<file path="src/rtl/sspac_pkg.sv">
// Shared definitions for the ID/EX operand stage: ALU op codes, register-zero index, widths.
package sspac_pkg;

  localparam int unsigned DW_DEFAULT = 32;
  localparam int unsigned RW_DEFAULT = 5;

  localparam logic [2:0] ALU_AND  = 3'b000;
  localparam logic [2:0] ALU_OR   = 3'b001;
  localparam logic [2:0] ALU_ADD  = 3'b010;
  localparam logic [2:0] ALU_SUB  = 3'b011;
  localparam logic [2:0] ALU_SLT  = 3'b100;
  localparam logic [2:0] ALU_DIV  = 3'b101;
  localparam logic [2:0] ALU_ZERO = 3'b110;
  localparam logic [2:0] ALU_MUL  = 3'b111;

  localparam logic [4:0] REG_ZERO = 5'd0;

  function automatic logic [31:0] extend_imm(input logic [15:0] imm, input logic signext);
    return signext ? {{16{imm[15]}}, imm} : {16'b0, imm};
  endfunction

endpackage

</file>
<file path="src/rtl/id_ex_operand_stage_if.sv">
// Decode-side inputs, forwarding sources and ALU-side outputs of the ID/EX operand stage.
interface id_ex_operand_stage_if #(
  parameter int unsigned DW = 32,
  parameter int unsigned RW = 5
);
  logic          stall;
  logic          flush;
  logic          id_valid;
  logic [DW-1:0] id_rs_data;
  logic [DW-1:0] id_rt_data;
  logic [RW-1:0] id_rs;
  logic [RW-1:0] id_rt;
  logic [RW-1:0] id_rd;
  logic [15:0]   id_imm;
  logic          id_signext;
  logic          id_alusrc;
  logic [2:0]    id_aluop;
  logic          id_regwrite;
  logic          mem_regwrite;
  logic [RW-1:0] mem_rd;
  logic [DW-1:0] mem_result;
  logic          wb_regwrite;
  logic [RW-1:0] wb_rd;
  logic [DW-1:0] wb_data;
  logic [DW-1:0] op1;
  logic [DW-1:0] op2;
  logic [2:0]    op;
  logic          ex_valid;
  logic          ex_regwrite;
  logic [RW-1:0] ex_rd;
  logic [DW-1:0] ex_store_data;

  modport master (
    output stall, flush, id_valid, id_rs_data, id_rt_data, id_rs, id_rt, id_rd, id_imm,
           id_signext, id_alusrc, id_aluop, id_regwrite, mem_regwrite, mem_rd, mem_result,
           wb_regwrite, wb_rd, wb_data,
    input  op1, op2, op, ex_valid, ex_regwrite, ex_rd, ex_store_data
  );

  modport slave (
    input  stall, flush, id_valid, id_rs_data, id_rt_data, id_rs, id_rt, id_rd, id_imm,
           id_signext, id_alusrc, id_aluop, id_regwrite, mem_regwrite, mem_rd, mem_result,
           wb_regwrite, wb_rd, wb_data,
    output op1, op2, op, ex_valid, ex_regwrite, ex_rd, ex_store_data
  );
endinterface

</file>
<file path="src/rtl/forward_mux.sv">
// Selects the freshest value for one source register: EX/MEM result, then MEM/WB, then stored.
module forward_mux
  import sspac_pkg::*;
#(
  parameter int unsigned DW = DW_DEFAULT,
  parameter int unsigned RW = RW_DEFAULT
) (
  input  logic [RW-1:0] idx,
  input  logic [DW-1:0] stored,
  input  logic          mem_regwrite,
  input  logic [RW-1:0] mem_rd,
  input  logic [DW-1:0] mem_result,
  input  logic          wb_regwrite,
  input  logic [RW-1:0] wb_rd,
  input  logic [DW-1:0] wb_data,
  output logic [DW-1:0] data,
  output logic          wb_hit
);

  logic not_zero;
  logic mem_hit;

  assign not_zero = (idx != RW'(REG_ZERO));
  assign mem_hit  = mem_regwrite && (mem_rd == idx) && not_zero;
  assign wb_hit   = wb_regwrite && (wb_rd == idx) && not_zero;

  // MEM is the younger result, so it outranks WB on a double match.
  always_comb begin
    data = stored;
    if (mem_hit) begin
      data = mem_result;
    end else if (wb_hit) begin
      data = wb_data;
    end
  end

endmodule

</file>
<file path="src/rtl/id_ex_operand_stage.sv">
// ID/EX pipeline register with stall/flush and EX/MEM, MEM/WB operand forwarding into the ALU.
module id_ex_operand_stage
  import sspac_pkg::*;
#(
  parameter int unsigned DW = DW_DEFAULT,
  parameter int unsigned RW = RW_DEFAULT
) (
  input logic                  clk,
  input logic                  rst,
  id_ex_operand_stage_if.slave bus
);

  logic          valid_q;
  logic [DW-1:0] rs_data_q;
  logic [DW-1:0] rt_data_q;
  logic [RW-1:0] rs_q;
  logic [RW-1:0] rt_q;
  logic [RW-1:0] rd_q;
  logic [31:0]   ext_imm_q;
  logic          alusrc_q;
  logic [2:0]    aluop_q;
  logic          regwrite_q;

  logic [DW-1:0] rs_fwd;
  logic [DW-1:0] rt_fwd;
  logic          rs_wb_hit;
  logic          rt_wb_hit;

  always_ff @(posedge clk) begin
    if (rst || bus.flush) begin
      valid_q    <= 1'b0;
      rs_data_q  <= '0;
      rt_data_q  <= '0;
      rs_q       <= '0;
      rt_q       <= '0;
      rd_q       <= '0;
      ext_imm_q  <= '0;
      alusrc_q   <= 1'b0;
      aluop_q    <= 3'b000;
      regwrite_q <= 1'b0;
    end else if (bus.stall) begin
      // Capture a WB result retiring mid-stall; it will be gone once the stall releases.
      if (rs_wb_hit) rs_data_q <= bus.wb_data;
      if (rt_wb_hit) rt_data_q <= bus.wb_data;
    end else begin
      valid_q    <= bus.id_valid;
      rs_data_q  <= bus.id_rs_data;
      rt_data_q  <= bus.id_rt_data;
      rs_q       <= bus.id_rs;
      rt_q       <= bus.id_rt;
      rd_q       <= bus.id_rd;
      ext_imm_q  <= extend_imm(bus.id_imm, bus.id_signext);
      alusrc_q   <= bus.id_alusrc;
      aluop_q    <= bus.id_aluop;
      regwrite_q <= bus.id_regwrite;
    end
  end

  forward_mux #(
    .DW(DW),
    .RW(RW)
  ) u_fwd_rs (
    .idx          (rs_q),
    .stored       (rs_data_q),
    .mem_regwrite (bus.mem_regwrite),
    .mem_rd       (bus.mem_rd),
    .mem_result   (bus.mem_result),
    .wb_regwrite  (bus.wb_regwrite),
    .wb_rd        (bus.wb_rd),
    .wb_data      (bus.wb_data),
    .data         (rs_fwd),
    .wb_hit       (rs_wb_hit)
  );

  forward_mux #(
    .DW(DW),
    .RW(RW)
  ) u_fwd_rt (
    .idx          (rt_q),
    .stored       (rt_data_q),
    .mem_regwrite (bus.mem_regwrite),
    .mem_rd       (bus.mem_rd),
    .mem_result   (bus.mem_result),
    .wb_regwrite  (bus.wb_regwrite),
    .wb_rd        (bus.wb_rd),
    .wb_data      (bus.wb_data),
    .data         (rt_fwd),
    .wb_hit       (rt_wb_hit)
  );

  assign bus.op1           = rs_fwd;
  assign bus.op2           = alusrc_q ? DW'(ext_imm_q) : rt_fwd;
  assign bus.op            = aluop_q;
  assign bus.ex_valid      = valid_q;
  assign bus.ex_regwrite   = regwrite_q;
  assign bus.ex_rd         = rd_q;
  assign bus.ex_store_data = rt_fwd;

endmodule

</file>
<file path="src/flat_wrapper.sv">
// flat-port wrapper written by rule: the top's interface ports become plain ports
module id_ex_operand_stage_flat import sspac_pkg::*;
#(
  parameter int unsigned DW = DW_DEFAULT,
  parameter int unsigned RW = RW_DEFAULT
)
  (clk, rst, bus_stall, bus_flush, bus_id_valid, bus_id_rs_data, bus_id_rt_data, bus_id_rs, bus_id_rt, bus_id_rd, bus_id_imm, bus_id_signext, bus_id_alusrc, bus_id_aluop, bus_id_regwrite, bus_mem_regwrite, bus_mem_rd, bus_mem_result, bus_wb_regwrite, bus_wb_rd, bus_wb_data, bus_op1, bus_op2, bus_op, bus_ex_valid, bus_ex_regwrite, bus_ex_rd, bus_ex_store_data);
  id_ex_operand_stage_if #(.DW(DW), .RW(RW)) bus_i ();
  input logic clk;
  input logic rst;
  input wire logic [$bits(bus_i.stall)-1:0] bus_stall;
  input wire logic [$bits(bus_i.flush)-1:0] bus_flush;
  input wire logic [$bits(bus_i.id_valid)-1:0] bus_id_valid;
  input wire logic [$bits(bus_i.id_rs_data)-1:0] bus_id_rs_data;
  input wire logic [$bits(bus_i.id_rt_data)-1:0] bus_id_rt_data;
  input wire logic [$bits(bus_i.id_rs)-1:0] bus_id_rs;
  input wire logic [$bits(bus_i.id_rt)-1:0] bus_id_rt;
  input wire logic [$bits(bus_i.id_rd)-1:0] bus_id_rd;
  input wire logic [$bits(bus_i.id_imm)-1:0] bus_id_imm;
  input wire logic [$bits(bus_i.id_signext)-1:0] bus_id_signext;
  input wire logic [$bits(bus_i.id_alusrc)-1:0] bus_id_alusrc;
  input wire logic [$bits(bus_i.id_aluop)-1:0] bus_id_aluop;
  input wire logic [$bits(bus_i.id_regwrite)-1:0] bus_id_regwrite;
  input wire logic [$bits(bus_i.mem_regwrite)-1:0] bus_mem_regwrite;
  input wire logic [$bits(bus_i.mem_rd)-1:0] bus_mem_rd;
  input wire logic [$bits(bus_i.mem_result)-1:0] bus_mem_result;
  input wire logic [$bits(bus_i.wb_regwrite)-1:0] bus_wb_regwrite;
  input wire logic [$bits(bus_i.wb_rd)-1:0] bus_wb_rd;
  input wire logic [$bits(bus_i.wb_data)-1:0] bus_wb_data;
  output wire logic [$bits(bus_i.op1)-1:0] bus_op1;
  output wire logic [$bits(bus_i.op2)-1:0] bus_op2;
  output wire logic [$bits(bus_i.op)-1:0] bus_op;
  output wire logic [$bits(bus_i.ex_valid)-1:0] bus_ex_valid;
  output wire logic [$bits(bus_i.ex_regwrite)-1:0] bus_ex_regwrite;
  output wire logic [$bits(bus_i.ex_rd)-1:0] bus_ex_rd;
  output wire logic [$bits(bus_i.ex_store_data)-1:0] bus_ex_store_data;
  assign bus_i.stall = bus_stall;
  assign bus_i.flush = bus_flush;
  assign bus_i.id_valid = bus_id_valid;
  assign bus_i.id_rs_data = bus_id_rs_data;
  assign bus_i.id_rt_data = bus_id_rt_data;
  assign bus_i.id_rs = bus_id_rs;
  assign bus_i.id_rt = bus_id_rt;
  assign bus_i.id_rd = bus_id_rd;
  assign bus_i.id_imm = bus_id_imm;
  assign bus_i.id_signext = bus_id_signext;
  assign bus_i.id_alusrc = bus_id_alusrc;
  assign bus_i.id_aluop = bus_id_aluop;
  assign bus_i.id_regwrite = bus_id_regwrite;
  assign bus_i.mem_regwrite = bus_mem_regwrite;
  assign bus_i.mem_rd = bus_mem_rd;
  assign bus_i.mem_result = bus_mem_result;
  assign bus_i.wb_regwrite = bus_wb_regwrite;
  assign bus_i.wb_rd = bus_wb_rd;
  assign bus_i.wb_data = bus_wb_data;
  assign bus_op1 = bus_i.op1;
  assign bus_op2 = bus_i.op2;
  assign bus_op = bus_i.op;
  assign bus_ex_valid = bus_i.ex_valid;
  assign bus_ex_regwrite = bus_i.ex_regwrite;
  assign bus_ex_rd = bus_i.ex_rd;
  assign bus_ex_store_data = bus_i.ex_store_data;
  id_ex_operand_stage #(.DW(DW), .RW(RW)) u_core (.clk(clk), .rst(rst), .bus(bus_i));
endmodule
</file>
<file path="config.mk">
export PLATFORM = sky130hd
export DESIGN_NAME = id_ex_operand_stage_flat
export DESIGN_NICKNAME = d
export VERILOG_FILES = /design/src/rtl/sspac_pkg.sv /design/src/rtl/id_ex_operand_stage_if.sv /design/src/rtl/forward_mux.sv /design/src/rtl/id_ex_operand_stage.sv /design/src/flat_wrapper.sv
export SDC_FILE = /design/constraint.sdc
export NUM_CORES = 1
export LEC_CHECK = 0
export ABC_AREA = 1
export CAP_MARGIN = 5
export CORE_UTILIZATION = 39
export CTS_CLUSTER_SIZE = 16
export DETAILED_ROUTE_END_ITERATION = 8
export HOLD_SLACK_MARGIN = 0.06
export PLACE_DENSITY_LB_ADDON = 0.25
export SYNTH_ARGS = -nofsm -noshare
export SYNTH_HDL_FRONTEND = slang
export SYNTH_SLANG_ARGS = --single-unit
</file>
<file path="constraint.sdc">
create_clock -name clk -period 1.32 [get_ports clk]
set_clock_uncertainty 0.05 [all_clocks]
set_input_delay 0.132 -clock clk [delete_from_list [all_inputs] [get_ports clk]]
set_output_delay 0.132 -clock clk [all_outputs]
set_load 0.02 [all_outputs]
</file>
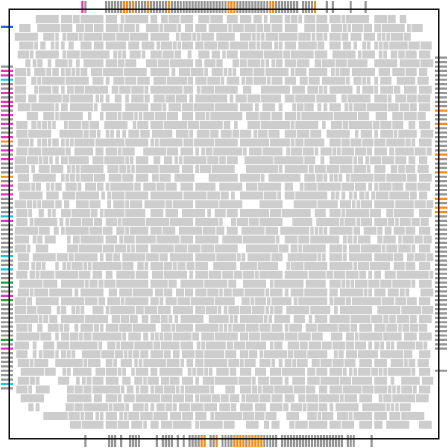
(run_1/pinout.png)
Pins as bars across the die edge, other pins in grey.
Magenta marks bus_id_imm, pins 16, direction input, edge 15 west, 1 north. Green marks bus_op, pins 3, direction output, edge west. Blue marks clk, pins 1, direction input, edge west. Cyan marks bus_id_rd, pins 5, direction input, edge west. Orange marks bus_id_rt_data, pins 32, direction input, edge 12 south, 11 north, 7 east, 2 west.
Die Wd: 132 um
die extent in y: 132 um

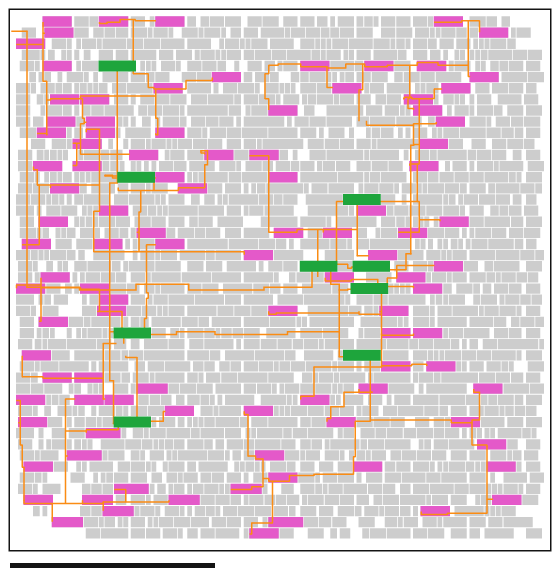
(run_1/clock_wires.png)
The bar under the picture is 50 um long.
Orange marks clock wires, length 1,650 um. Magenta marks flip-flops, count 102. Green marks clock-net drivers, count 9.
There are 10 routed clock nets. Position of the flops: widely spread.
clock network fraction of design power: 28.4%
worst skew pair latency: 0.36 ns
Clk. pwr: 0.00275 W

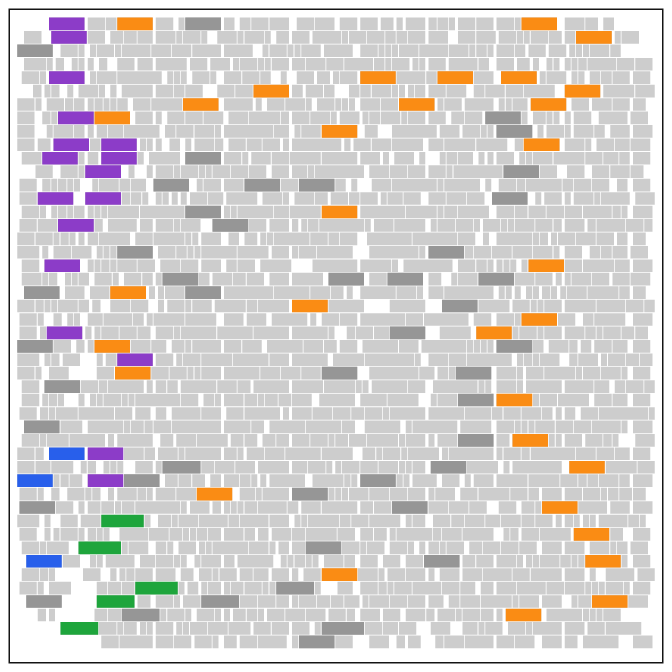
(run_1/ff_map.png)
Other sequential cells in the stronger grey, the rest of the logic in the fainter grey.
Blue marks u_core.bus.op, flops 3. Orange marks u_core.rs_data_q, flops 32, where widely spread. Green marks u_core.rs_q, flops 5, where south-west. Purple marks u_core.ext_imm_q, flops 17.

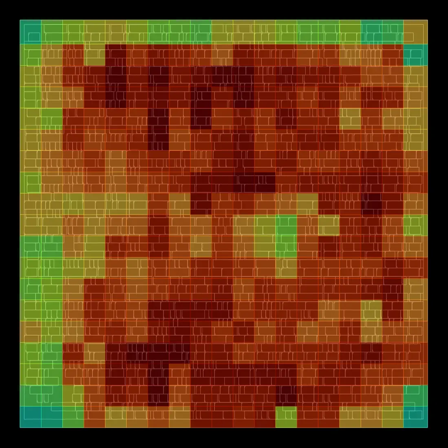
(run_1/congestion_map.png)
GR Layer Usage met3: 6.77%
most used routing layer in global routing: met2
met2 GRT Util: 55.7%
GRT Overall Usage: 32.7%

==> impl_metrics.csv, run 1 <==
group,metric,value,unit
routing,first_iter_violations,969,
worst_setup_path,start_kind,"flip-flop",
routing,drtPass1Iterations,7,
synthesis,ys_seq_share,31.0,%
layout,seqCellArea,2060,um2
synthesis,floorplan.nets,1299,
job,max_cap_violations,0,
worst_setup_path,cp_common_cell,"buf_4",
timing,period_used_share,180,%
job,warnings,29,
hold_path,hold_class,"in -> reg",
worst_setup_path,worstPathCellList,"buf_4, xnor2_2, nand3_2, nor2_4, buf_4, clkbuf_16, nand3_1, and2_4, buf_2",
clock_tree,clk_pin_slew,0.09,ns
worst_setup_path,crit_buf_inv,4,
placement,gp_congestion,0.877,
global_routing,antenna_found_initial,1,
pwr,leakage,7.11,nW
global_routing,grt_max_degree,47,
timing,drv_slew,0,
clock_tree,htree_levels,3,
clock_tree,numCtsBuffers,9,
layout,layout_top_cell,"clkdlybuf4s50_1",
worst_setup_path,cp_max_fo,8,
pwr,power.density,648,nW/um2
global_routing,gr-total-overflow,0,
timing,fin_ws,-1.06,ns
clock_tree,cts_sinks,102,
routing,routed_via_density,5.99,
placement,dp_hpwl,19200,um
clock_tree,cts_root_buffer,"clkbuf_16",
layout,final_cell_mix,"clkdlybuf4s50_1, nand2_1, nand3_2, nor2_1, buf_6",
worst_setup_path,worst-endpoint-arrival,2.20,ns
timing,setup_viol,160,
routing,drc,0,
worst_setup_path,end_kind,"primary output",
timing,tns,-122.48,ns
routing,ant_nets,0,
routing,vias,10427,
synthesis,yosysWarnings,0,
synthesis,yosys_area,6590,um2
global_routing,grt_pass1_vias,8782,
timing,worstMarginPinSlew,0.429,ns
layout,layout-drive-gt1-share,50.6,%
clock_tree,cts_tree,"yes",
timing,timing.hold.ws,0.131,ns
floorplanning,rows,47,
synthesis,ys_seq_elements,102,
timing,clock.fmax,420,MHz
worst_setup_path,cpLargestDelayFamily,"buffers and inverters",
clock_tree,hold_buffers,0,
layout,instances_no_fill,1740,
timing,finalCriticalPeriod,2.38,ns
synthesis,netlist_area,6590,um2
layout,areaGrowthSynthToFinish,127,%
floorplanning,die_area,17400,um2
placement,place.port_buffers,287,
placement,place_inst,1665,
floorplanning,floorplan.core_util,39.9,%
synthesis,synth_cells,1117,
synthesis,syn_area_per_cell,5.90,um2
worst_setup_path,slowest_stage,"dfxtp_4",
worst_setup_path,crit_type,"reg -> out",
status,status,"finished with violations",
layout,finalNetCount,1696,
routing,wire_per_inst,24.1,um
timing,hold_viol_final,0,
floorplanning,core,16500,um2
clock_tree,clock_path_buffers,2,
timing,maxSlewHeadroom,71.2,%
floorplanning,io_pins,288,
layout,fillCellCount,674,
synthesis,ys_cells,1117,
pwr,ir_worst_vdd,0.744,mV
global_routing,grt_pass1_wl,45200,um
worst_setup_path,critPathMaxStageDelay,0.38,ns
worst_setup_path,crit_required,1.14,ns
layout,logic_area,6630,um2
status,failed_checks,"setup timing",
synthesis,synth_cell_types,28,
timing,rsz0062_at_grt,"yes",
routing,totalWireLength,42000,um
## run 1: synth_stat cells
master	count	area, um2
a211oi_1	9	67.6
a21oi_1	31	155
and2_1	32	200
buf_1	16	60.1
buf_2	26	130
buf_4	6	45.0
buf_6	3	33.8
clkbuf_1	22	82.6
dfxtp_1	102	2040
inv_1	108	405
inv_2	7	26.3
nand2_1	298	1120
nand2_2	32	200
nand2_4	1	11.3
nand3_1	232	1160
nand4_1	1	6.26
nor2_1	138	518
nor2_2	4	25.0
nor2_4	4	45.0
nor3_1	1	5.00
nor3b_2	1	12.5
o211ai_1	1	7.51
o21ai_0	21	105
o21ai_1	12	60.1
o22ai_1	1	6.26
or2_1	3	18.8
xnor2_1	4	35.0
xor2_1	1	8.76
## run 1: per-stage QoR
step                      worst slack, ns  utilization, %  power [W]  cell area, um2
after floorplan                    -0.179               -    0.00464            7640
after global placement              -1.26            69.8    0.00596           11500
after detailed placement            -1.28            69.8    0.00599           11500
after CTS                          -0.897            77.4    0.00884           12800
after global routing                -1.13            90.7    0.00996           15000
final                               -1.06            90.7    0.00971           15000
## run 1: area by class of cell
| cell class | instances | share of cell area [%] |
|---|---|---|
| tap | 220 | 1.84 |
| timing repair buffer | 459 | 35.3 |
| sequential | 102 | 13.8 |
| antenna | 1 | 0.0167 |
| multi-input combinational | 827 | 44.3 |
| clock buffer | 10 | 1.59 |
| clock inverter | 6 | 0.317 |
| inverter | 115 | 2.93 |
## run 1: path summary, 6_finish.rpt
check                            from               endpoint  slack [ns]  cells after the start
setup / recovery       u_core.rt_q[3]  bus_ex_store_data[27]       -1.06                      9
hold reg to reg   u_core.bus.ex_rd[1]    u_core.bus.ex_rd[1]        0.41                      2
setup reg to reg       u_core.rt_q[3]   u_core.rt_data_q[10]       -0.61                     12
hold / removal              bus_stall        u_core.alusrc_q        0.13                      2
## run 1: flip-flops by register name (all words and copies together) (netlist names), 3 cells and up
name	flops
u_core.bus.ex_rd	5
u_core.rs_data_q	32
u_core.rt_q	5
u_core.bus.op	3
u_core.rs_q	5
u_core.rt_data_q	32
u_core.ext_imm_q	17
## run 1: power by group
group | switching (W) | leakage, nW | internal, W
Combinational | 0.00190 | 6.13 | 0.00175
Sequential | 0.000115 | 0.839 | 0.00320
Clock | 0.00140 | 0.139 | 0.00135
## run 1: routing by layer
| metal | part of all wire [%] | GRT usage (%) | up-vias |
|---|---|---|---|
| li1 | - | - | 4339 |
| met3 | 11 | 6.77 | 343 |
| met2 | 47 | 55.7 | 922 |
| met4 | 9.1 | 16.9 | 0 |
| met1 | 33 | 38.9 | 4823 |
| met5 | 0 | 0 | - |
## run 1: cells by family (layout without fill, tap and decap cells)
logic type                count (synthesis)  count (layout)  synth area share, %
DFF                                     102             102                 31.0
AOI/OAI and AO/OA                        75              75                 6.09
other                                     0               1                    0
and+or+nand+nor                         747             747                 50.4
buffers and inverters                   188             590                 11.9
xor gates and xnor gates                  5               5                0.664
## run 1: repair_timing
action / 4_1_cts / 5_1_grt
pin swaps: 28 / 106
endpoints found under the setup margin: 170 / 170
setup buffers: 27 / 19
hold endpoints to repair: 0 / 0
cloned: 11 / 11
resized: 638 / 391
==> run 1 -> run 2 <==
- CORE_MARGIN: unset -> 2
==> run 2 against run 1 <==
  * The flow still finishes with violations (setup timing)
  * Largest cell class unchanged
  * Combinational power decreased by 4%
  * Via count decreased by 4.3%
  * Critical path depth increased by 2
  * Flip-flop count unchanged
  * Sequential power about the same
  * Synthesized area unchanged
  * Utilization decreased by 2.3 points
==> impl_metrics.csv, run 2 <==
group,metric,value,unit
status,status,"finished with violations",
status,failed_checks,"setup timing",
worst_setup_path,crit_required,1.14,ns
synthesis,synth.largest_area_cell,"dfxtp_1",
worst_setup_path,slowest_stage,"dfxtp_4",
clock_tree,cts_tree,"yes",
floorplanning,die_x,134,um
routing,first_iter_violations,797,
worst_setup_path,cp-endpoint,"bus_ex_store_data[10]",
global_routing,antenna_found_initial,1,
layout,areaGrowthSynthToFinish,122,%
synthesis,netlist_area,6590,um2
hold_path,hold_class,"in -> reg",
worst_setup_path,r2r_start,"u_core.rt_q[3]",
layout,layout_top_cell,"nand2_1",
synthesis,ys_cells,1117,
synthesis,async_reset_ff_share,0,%
synthesis,yosys.area_share.aoi,6.09,%
routing,routed_via_density,5.63,
worst_setup_path,end_kind,"primary output",
timing,drv_slew,0,
layout,final_cell_mix,"nand2_1, clkdlybuf4s50_1, buf_6, nor2_1, inv_1",
clock_tree,clk_pin_slew,0.08,ns
timing,finalCriticalPeriod,2.39,ns
layout,largestRegisters,"u_core.rs_data_q x32, u_core.rt_data_q x32, u_core.ext_imm_q x17",
clock_tree,clock_path_buffers,2,
worst_setup_path,r2r.worst_path.cells,12,
worst_setup_path,cp_max_fo,6,
placement,place.port_buffers,287,
floorplanning,fp.dieH,134,um
global_routing,grt_max_degree,53,
placement,dp_hpwl,19300,um
synthesis,synth.top_cells.by_count,"nand2_1, nand3_1, nor2_1",
routing,drc,0,
layout,layout-drive-gt1-share,45.4,%
placement,gp_congestion,0.891,
worst_setup_path,cpLargestDelayFamily,"simple AND/OR/NAND/NOR gates",
clock_tree,insertion_delay,0.36,ns
synthesis,top_area_share,31.0,%
timing,fin_ws,-1.07,ns
worst_setup_path,reg2reg_to,"u_core.rt_data_q[30]",
timing,hold_viol_final,0,
placement,place_inst,1665,
timing,worstMarginPinSlew,0.313,ns
synthesis,fa_ha_area_share,0,%
floorplanning,core,16500,um2
synthesis,synth_cell_types,28,
timing,maxSlewHeadroom,79.1,%
synthesis,yosys_area,6590,um2
job,warnings,30,
clock_tree,numCtsBuffers,9,
job,max_cap_violations,0,
synthesis,floorplan.nets,1299,
timing,setup_viol,160,
floorplanning,floorplan.core_util,39.9,%
worst_setup_path,crit_start,"u_core.rt_q[3]",
worst_setup_path,rrSetupSlack,-0.67,ns
clock_tree,htree_levels,3,
synthesis,ys_seq_elements,102,
synthesis,ys_sh_mux,0,%
synthesis,ys_top_logic_family,"simple AND/OR/NAND/NOR gates",
global_routing,gr-total-overflow,0,
floorplanning,rows,47,
pwr,power.density,669,nW/um2
worst_setup_path,worstPathCellList,"inv_4, a21oi_2, nand2_2, nor2_4, nand2_4, buf_8, buf_6, nand2_4, nand3_4, and2_4, buf_6",
timing,clock.fmax,418,MHz
timing,period_used_share,181,%
layout,finalNetCount,1727,
## run 2: worst min path at each step
stage | start | endpoint | slack, ns | depth (start not counted)
after floorplan | bus_id_rs[2] | u_core.rs_q[2] | 0.22 | 2
after global placement | u_core.bus.ex_rd[1] | u_core.bus.ex_rd[1] | 0.40 | 2
after detailed placement | u_core.ext_imm_q[11] | u_core.ext_imm_q[11] | 0.41 | 2
after CTS | bus_stall | u_core.rt_q[1] | 0.14 | 3
after global routing | bus_stall | u_core.rt_q[1] | 0.16 | 3
final | bus_stall | u_core.rt_data_q[18] | 0.15 | 4
## run 2: metal layers
layer | vias to the layer above | part of all wire (%) | global-route usage (%)
li1 | 4381 | - | -
met5 | - | 0 | 0
met3 | 259 | 9.5 | 6.50
met4 | 0 | 8.5 | 15.3
met1 | 4680 | 34 | 35.8
met2 | 658 | 48 | 54.8
## run 2: through the flow
stage                     hold WS, ns  total power (W)  instance area (um2)  util, %  TNS (ns)
after global routing            0.156           0.0100                14600     88.4   -127.69
after floorplan                 0.218          0.00464                 7640        -    -14.78
after CTS                       0.141          0.00904                12600     76.5   -105.33
after global placement          0.401          0.00593                11500     69.3   -151.43
after detailed placement        0.405          0.00596                11500     69.3   -153.17
final                           0.146          0.00978                14600     88.4   -118.71
## run 2: logic make-up after synthesis
| group | count (synthesis) |
|---|---|
| and+or+nand+nor | 747 |
| AOI/OAI and AO/OA | 75 |
| xor gates and xnor gates | 5 |
| DFF | 102 |
| buffers and inverters | 188 |
## run 2: worst min-delay path, stage by stage
cell,delay (ns)
buf_6,0.18
nand3_2,0.11
nand2_1,0.05
inv_1,0.06
## run 2: repair_timing
action / CTS / global route
pin swaps: 20 / 91
setup endpoints to repair: 170 / 170
hold buffers: 0 / 0
resized: 586 / 336
cloned: 6 / 6
buffers inserted: 33 / 54
## run 2: power breakdown
group | switching (W) | internal [W] | total (W)
Sequential | 0.0000884 | 0.00320 | 0.00329
Combinational | 0.00176 | 0.00174 | 0.00349
Clock | 0.00131 | 0.00168 | 0.00300
## run 2: layout make-up
cell class	count	area [um2]
inverter	115	439
antenna	1	2.50
timing repair buffer	490	5480
tap	220	275
clock buffer	14	284
fill	791	1920
clock inverter	2	37.5
sequential	102	2060
multi-input combinational	827	6030
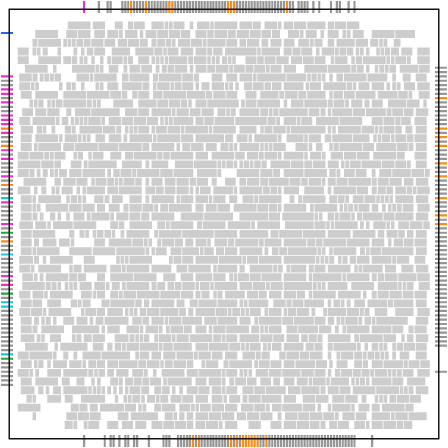
(run_2/pinout.png)
Pins as bars across the die edge, other pins in grey.
Blue marks clk, pins 1, direction input, edge west. Magenta marks bus_id_imm, pins 16, direction input, edge 15 west, 1 north. Cyan marks bus_id_rd, pins 5, direction input, edge west. Orange marks bus_id_rt_data, pins 32, direction input, edge 11 south, 9 east, 8 north, 4 west. Green marks bus_op, pins 3, direction output, edge west.
All pins by edge: 75 south, 74 north, 73 west, 66 east.

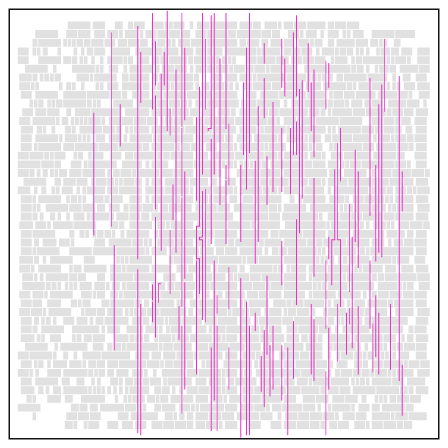
(run_2/m4.png)
The longest straight run is 95.2 um. The layer holds 8.5% of the routed length.
via count: 9,978
Total Wirelength: 38,400 um

Power figures rest on the tool's default switching activity, not on a simulated workload.
